[config.mk]
export PLATFORM = sky130hd
export DESIGN_NAME = enc8b10b_lanes
export DESIGN_NICKNAME = d
export VERILOG_FILES = /design/src/rtl/enc8b10b_pkg.sv /design/src/rtl/enc8b10b_lane.sv /design/src/rtl/enc8b10b_lanes.sv
export SDC_FILE = /design/constraint.sdc
export NUM_CORES = 1
export LEC_CHECK = 0
export ABC_AREA = 1
export CORE_MARGIN = 8
export CORE_UTILIZATION = 60
export DETAILED_ROUTE_END_ITERATION = 12
export PLACE_DENSITY_LB_ADDON = 0.15
export REMOVE_ABC_BUFFERS = 1
export SLEW_MARGIN = 0
export SYNTH_ARGS = -nofsm -noshare
export SYNTH_HDL_FRONTEND = slang
export SYNTH_HIERARCHICAL = 1
export SYNTH_SLANG_ARGS = --single-unit
[constraint.sdc]
create_clock -name clk -period 35.3 [get_ports clk]
set_clock_uncertainty 0.15 [all_clocks]
set_input_delay 8.825 -clock clk [delete_from_list [all_inputs] [get_ports clk]]
set_output_delay 8.825 -clock clk [all_outputs]
set_load 0.01 [all_outputs]
[src/rtl/enc8b10b_pkg.sv]
// Shared widths, K-code constants and disparity helpers for the 8b/10b lane encoder.
// ENC8B10B_KERR_EN (optional) enables illegal control-code detection in the lanes.
package enc8b10b_pkg;

    localparam int SYM_W  = 10;
    localparam int BYTE_W = 8;

    localparam logic [SYM_W-1:0] K28_5_RDN = 10'h0FA;
    localparam logic [SYM_W-1:0] K28_5_RDP = 10'h305;

    localparam int NUM_LEGAL_K = 12;
    localparam logic [BYTE_W-1:0] LEGAL_K [NUM_LEGAL_K] = '{
        8'h1C, 8'h3C, 8'h5C, 8'h7C, 8'h9C, 8'hBC, 8'hDC, 8'hFC,
        8'hF7, 8'hFB, 8'hFD, 8'hFE
    };

    typedef enum logic [1:0] {
        DISP_ZERO,
        DISP_POS,
        DISP_NEG
    } disp_e;

    function automatic disp_e disp6(input logic [5:0] c);
        int ones;
        ones = 0;
        for (int i = 0; i < 6; i++) ones += int'(c[i]);
        if (ones > 3)      return DISP_POS;
        else if (ones < 3) return DISP_NEG;
        else               return DISP_ZERO;
    endfunction

    function automatic disp_e disp4(input logic [3:0] c);
        int ones;
        ones = 0;
        for (int i = 0; i < 4; i++) ones += int'(c[i]);
        if (ones > 2)      return DISP_POS;
        else if (ones < 2) return DISP_NEG;
        else               return DISP_ZERO;
    endfunction

    function automatic logic is_legal_k(input logic [BYTE_W-1:0] b);
        logic hit;
        hit = 1'b0;
        for (int i = 0; i < NUM_LEGAL_K; i++)
            if (LEGAL_K[i] == b) hit = 1'b1;
        return hit;
    endfunction

endpackage

[src/rtl/enc8b10b_lane.sv]
// Combinational single-byte 8b/10b encoder: 5b/6b then 3b/4b, RD in -> RD out.
// With ENC8B10B_KERR_EN an illegal K byte is flagged and encoded as data.
module enc8b10b_lane
    import enc8b10b_pkg::*;
(
    input  logic [BYTE_W-1:0] data,
    input  logic              k,
    input  logic              rd_in,
    output logic [SYM_W-1:0]  sym,
    output logic              rd_out,
    output logic              kerr
);

    logic [4:0] x;
    logic [2:0] y;
    logic       k_eff;
    logic [5:0] c6n;
    logic [5:0] c6;
    logic [3:0] c4n;
    logic [3:0] c4;
    logic       rd6;
    logic       alt;

    assign x = data[4:0];
    assign y = data[7:5];

`ifdef ENC8B10B_KERR_EN
    assign kerr  = k & ~is_legal_k(data);
    assign k_eff = k & ~kerr;
`else
    assign kerr  = 1'b0;
    assign k_eff = k;
`endif

    // RD- column; the RD+ column is its complement for unbalanced codes and D.07
    function automatic logic [5:0] code6(input logic [4:0] v);
        case (v)
            5'd0:  return 6'b100111;
            5'd1:  return 6'b011101;
            5'd2:  return 6'b101101;
            5'd3:  return 6'b110001;
            5'd4:  return 6'b110101;
            5'd5:  return 6'b101001;
            5'd6:  return 6'b011001;
            5'd7:  return 6'b111000;
            5'd8:  return 6'b111001;
            5'd9:  return 6'b100101;
            5'd10: return 6'b010101;
            5'd11: return 6'b110100;
            5'd12: return 6'b001101;
            5'd13: return 6'b101100;
            5'd14: return 6'b011100;
            5'd15: return 6'b010111;
            5'd16: return 6'b011011;
            5'd17: return 6'b100011;
            5'd18: return 6'b010011;
            5'd19: return 6'b110010;
            5'd20: return 6'b001011;
            5'd21: return 6'b101010;
            5'd22: return 6'b011010;
            5'd23: return 6'b111010;
            5'd24: return 6'b110011;
            5'd25: return 6'b100110;
            5'd26: return 6'b010110;
            5'd27: return 6'b110110;
            5'd28: return 6'b001110;
            5'd29: return 6'b101110;
            5'd30: return 6'b011110;
            default: return 6'b101011;
        endcase
    endfunction

    always_comb begin
        c6n = code6(x);
        if (k_eff && x == 5'd28)
            c6 = rd_in ? K28_5_RDP[9:4] : K28_5_RDN[9:4];
        else if (rd_in && (disp6(c6n) != DISP_ZERO || x == 5'd7))
            c6 = ~c6n;
        else
            c6 = c6n;
        rd6 = rd_in ^ (disp6(c6) != DISP_ZERO);

        alt = k_eff | (rd6 ? (x == 5'd11 || x == 5'd13 || x == 5'd14)
                           : (x == 5'd17 || x == 5'd18 || x == 5'd20));
        case (y)
            3'd0:    c4n = 4'b1011;
            3'd1:    c4n = k_eff ? 4'b0110 : 4'b1001;
            3'd2:    c4n = k_eff ? 4'b1010 : 4'b0101;
            3'd3:    c4n = 4'b1100;
            3'd4:    c4n = 4'b1101;
            3'd5:    c4n = k_eff ? 4'b0101 : 4'b1010;
            3'd6:    c4n = k_eff ? 4'b1001 : 4'b0110;
            default: c4n = alt ? 4'b0111 : 4'b1110;
        endcase
        // every K column entry flips at RD+, as do D.x.3 and unbalanced codes
        if (rd6 && (k_eff || y == 3'd3 || disp4(c4n) != DISP_ZERO))
            c4 = ~c4n;
        else
            c4 = c4n;
        rd_out = rd6 ^ (disp4(c4) != DISP_ZERO);
    end

    assign sym = {c6, c4};

endmodule

[src/rtl/enc8b10b_lanes.sv]
// Multi-lane 8b/10b encoder with RD chained across lanes and beats, one registered stage.
// Optional ENC8B10B_KERR_EN flags illegal control codes on out_kerr.
module enc8b10b_lanes
    import enc8b10b_pkg::*;
#(
    parameter int LANES    = 4,
    parameter bit RD_RESET = 1'b0
) (
    input  logic                    clk,
    input  logic                    reset,
    input  logic                    rd_clr,
    input  logic                    in_valid,
    output logic                    in_ready,
    input  logic [BYTE_W*LANES-1:0] in_data,
    input  logic [LANES-1:0]        in_k,
    output logic                    out_valid,
    input  logic                    out_ready,
    output logic [SYM_W*LANES-1:0]  out_data,
    output logic                    out_rd,
    output logic [LANES-1:0]        out_kerr
);

    logic                        rd_q;
    logic [LANES:0]              rd_chain;
    logic [LANES-1:0][SYM_W-1:0] sym;
    logic [LANES-1:0]            kerr;
    logic                        xfer;

    assign in_ready    = ~out_valid | out_ready;
    assign xfer        = in_valid & in_ready;
    assign rd_chain[0] = rd_q;

    for (genvar n = 0; n < LANES; n++) begin : g_lane
        enc8b10b_lane u_lane (
            .data   (in_data[BYTE_W*n +: BYTE_W]),
            .k      (in_k[n]),
            .rd_in  (rd_chain[n]),
            .sym    (sym[n]),
            .rd_out (rd_chain[n+1]),
            .kerr   (kerr[n])
        );
    end

    always_ff @(posedge clk or negedge reset) begin
        if (!reset) begin
            out_valid <= 1'b0;
            out_data  <= '0;
            out_kerr  <= '0;
            out_rd    <= RD_RESET;
            rd_q      <= RD_RESET;
        end else begin
            if (xfer) begin
                out_data <= sym;
                out_kerr <= kerr;
                out_rd   <= rd_clr ? RD_RESET : rd_chain[LANES];
            end
            if (xfer)
                out_valid <= 1'b1;
            else if (out_ready)
                out_valid <= 1'b0;
            // rd_clr wins, but this beat's symbols already used the old RD
            if (rd_clr)
                rd_q <= RD_RESET;
            else if (xfer)
                rd_q <= rd_chain[LANES];
        end
    end

endmodule

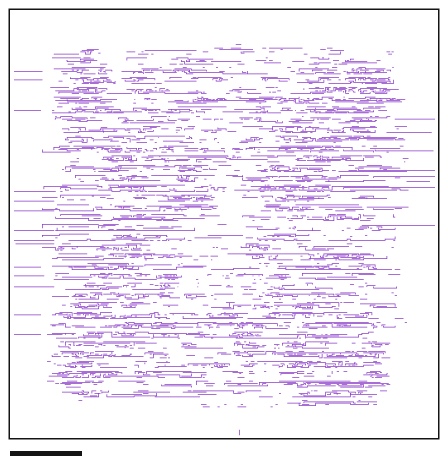
(met1 routing)
Scale bar: 20 um.
nets with wire on the layer: 1,022
wire length on this layer: 6,940 um
main direction: horizontal
longest straight run: 38.6 um
vias: 6,150
routed wire length: 15,500 um
M1 GR Usage: 0.268

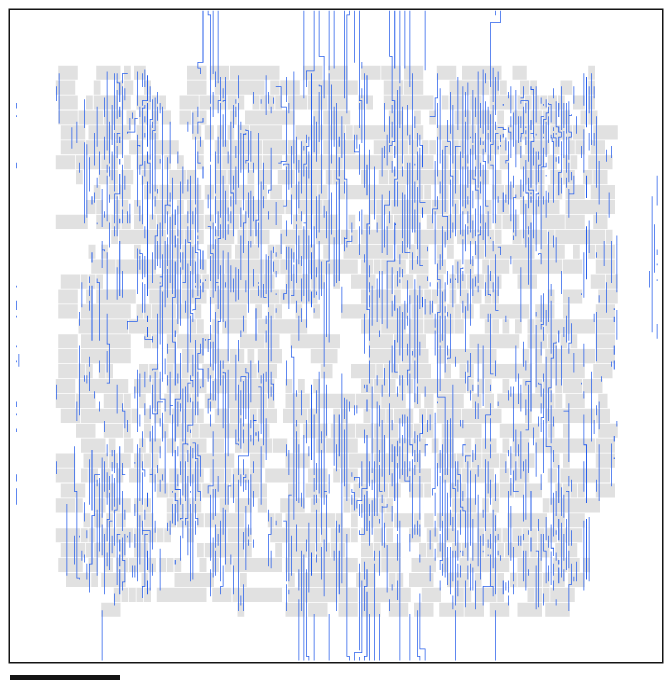
(metal 2)
Scale bar: 20 um.
main direction: vertical
wire length on this layer: 7,820 um
share of all routed wire: 50%
nets with wire on the layer: 922
longest straight run: 38.1 um
M2 GR Usage: 0.366

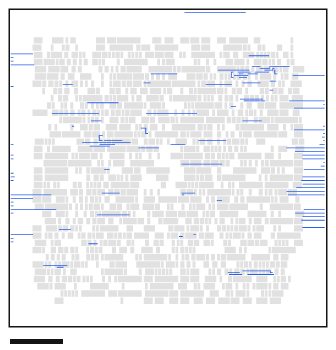
(metal 3)
Scale bar: 20 um.
wire length on this layer: 640 um
nets with wire on the layer: 90

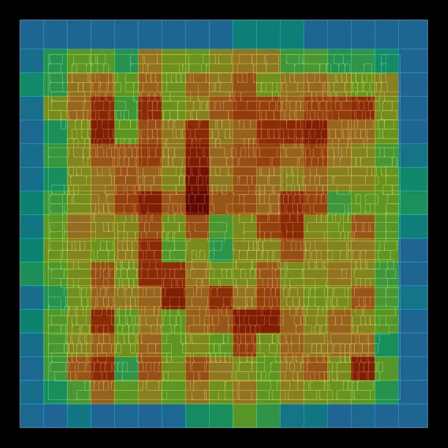
(congestion heat map)
met3 GRT Util: 0.0316
Util after Layout: 0.739
busiest grt layer: met2

==> GITHUB_STEP_SUMMARY <==
## Synthesis and layout report

| Metric | Value |
|---|---|
| Status | finished, final reports clean |
| IO Count | 88 |
| Clock tree cell share of total cell area | 0.0110 |
| Row count | 37 |
| Flop share of the area | 0.154 |
| RePlAce Congestion | 0.909 |
| Iteration tally of the first detailed-router pass | 5 |
| Invs w/o clock | 135 |
| Post-CTS sizing | 4 |
| CP max-delay cell | fa_1 |
| FMAX | 29.4 MHz |
| Top logic cells by instance count in the layout | nand2_1 (233), inv_1 (113), nand3_1 (108) |
| Chip area | 0.0141 mm2 |
| Grt total ovfl | 0 |
| Combinational gate area | 0.00466 mm2 |
| Drt drc | 0 |
| Aoi share | 0.0824 |
| Clock sinks | 47 |
| Worst skew pair latency | 300 ps |
| Initial antenna violation count | 0 |
| Logic share of the area | 0.610 |
| Setup violators final | 0 |
| Biggest area cells | dfrtp_1 (19%), nand2_1 (14%), ha_1 (14%) |
| Min setup slack post-route | 1230 ps |
| Max-cap violations | 0 |
| Max layer used | met4 |
| Yosys warns | 6 |
| Most used logic cell in the final layout | nand2_1 |
| Critical path's most frequent cell | ha_1 |
| CTS root buffer | clkbuf_8 |
| Worst EP arrival | 34,160 ps |
| Routed wl met3 | 640 um |
| Avg WL per Cell | 13.6 um |
| Setup repair bufs after CTS | 0 |
| TNS Setup | 0 ps |
| Main logic family after synthesis | simple AND/OR/NAND/NOR gates |
| Fraction of layout cells with a size suffix above 1 | 0.133 |
| Worst slew margin | 0.380 |
| Vias per cell | 5.39 |
| Finished Layout Cells | 1,140 |
| Iteration-0 DRC Markers | 564 |
| DP Area | 0.00724 mm2 |
| Floorplan core density | 0.615 |
| WP data required | 35,390 ps |
| Placed Cells incl. Taps | 1,113 |
| Mapped Cells | 908 |
| Cycle use final | 0.965 |
| Synth Area in XOR/XNOR | 0.0493 |
| Critical Path Source Type | input pin |
| Slew Viols, Final | 0 |
| Vias in the first global route | 5,873 |
| Area Overhead vs Synth | 20.2% |
| Fillers | 877 |
| #MultiIn Comb | 703 |
| Total CTS buffers | 5 |
-- synth_stat cells --
cell / n
o2111ai_1: 1
nand4_1: 20
or2_1: 5
or2_2: 5
a21oi_1: 13
buf_6: 5
a22oi_1: 6
xor2_2: 2
o21ai_2: 2
nor2_4: 1
and2_1: 4
inv_2: 15
o21bai_1: 1
buf_2: 7
o22ai_1: 7
nand2_1: 244
buf_4: 11
dfrtp_1: 47
nand3_2: 5
o211ai_1: 5
o31ai_1: 1
nor4_4: 1
o21ai_1: 19
nor2_2: 7
nand3_1: 110
ha_1: 72
xor2_1: 24
inv_1: 118
nand2_2: 16
xnor2_1: 8
a211oi_1: 1
nand2_4: 1
nand3b_1: 6
o221ai_1: 4
mux2i_1: 3
nor3_1: 6
fa_1: 28
clkinv_1: 2
conb_1: 4
nor2_1: 39
a31oi_1: 2
o21ai_0: 28
or2_0: 2
-- critical path, delay by kind of cell --
family                     cells  cell delay [ps]
xor gates and xnor gates       9             1700
and+or+nand+nor               64             6830
buffers and inverters         15             1030
AOI/OAI and AO/OA              3              460
adders and majority gates     45            15290
-- flip-flops by register name, indices dropped and copies added, names as in the netlist --
register	flops
out_data	40
out_kerr	4
out_rd	1
out_valid	1
rd_q	1
-- path summary, 6_finish.rpt --
| path | start | to | slack [ps] | cells after the start |
|---|---|---|---|---|
| worst max-delay path | in_data[0] | out_rd | 1230 | 136 |
| worst min-delay path | out_data[17] | out_data[17] | 320 | 2 |
| worst max register to register | rd_q | out_rd | 12040 | 123 |
| worst min register to register | out_data[17] | out_data[17] | 320 | 2 |
| max in group asynchronous | reset | out_data[4] | 26120 | 2 |
| min in group asynchronous | reset | out_data[16] | 8460 | 2 |
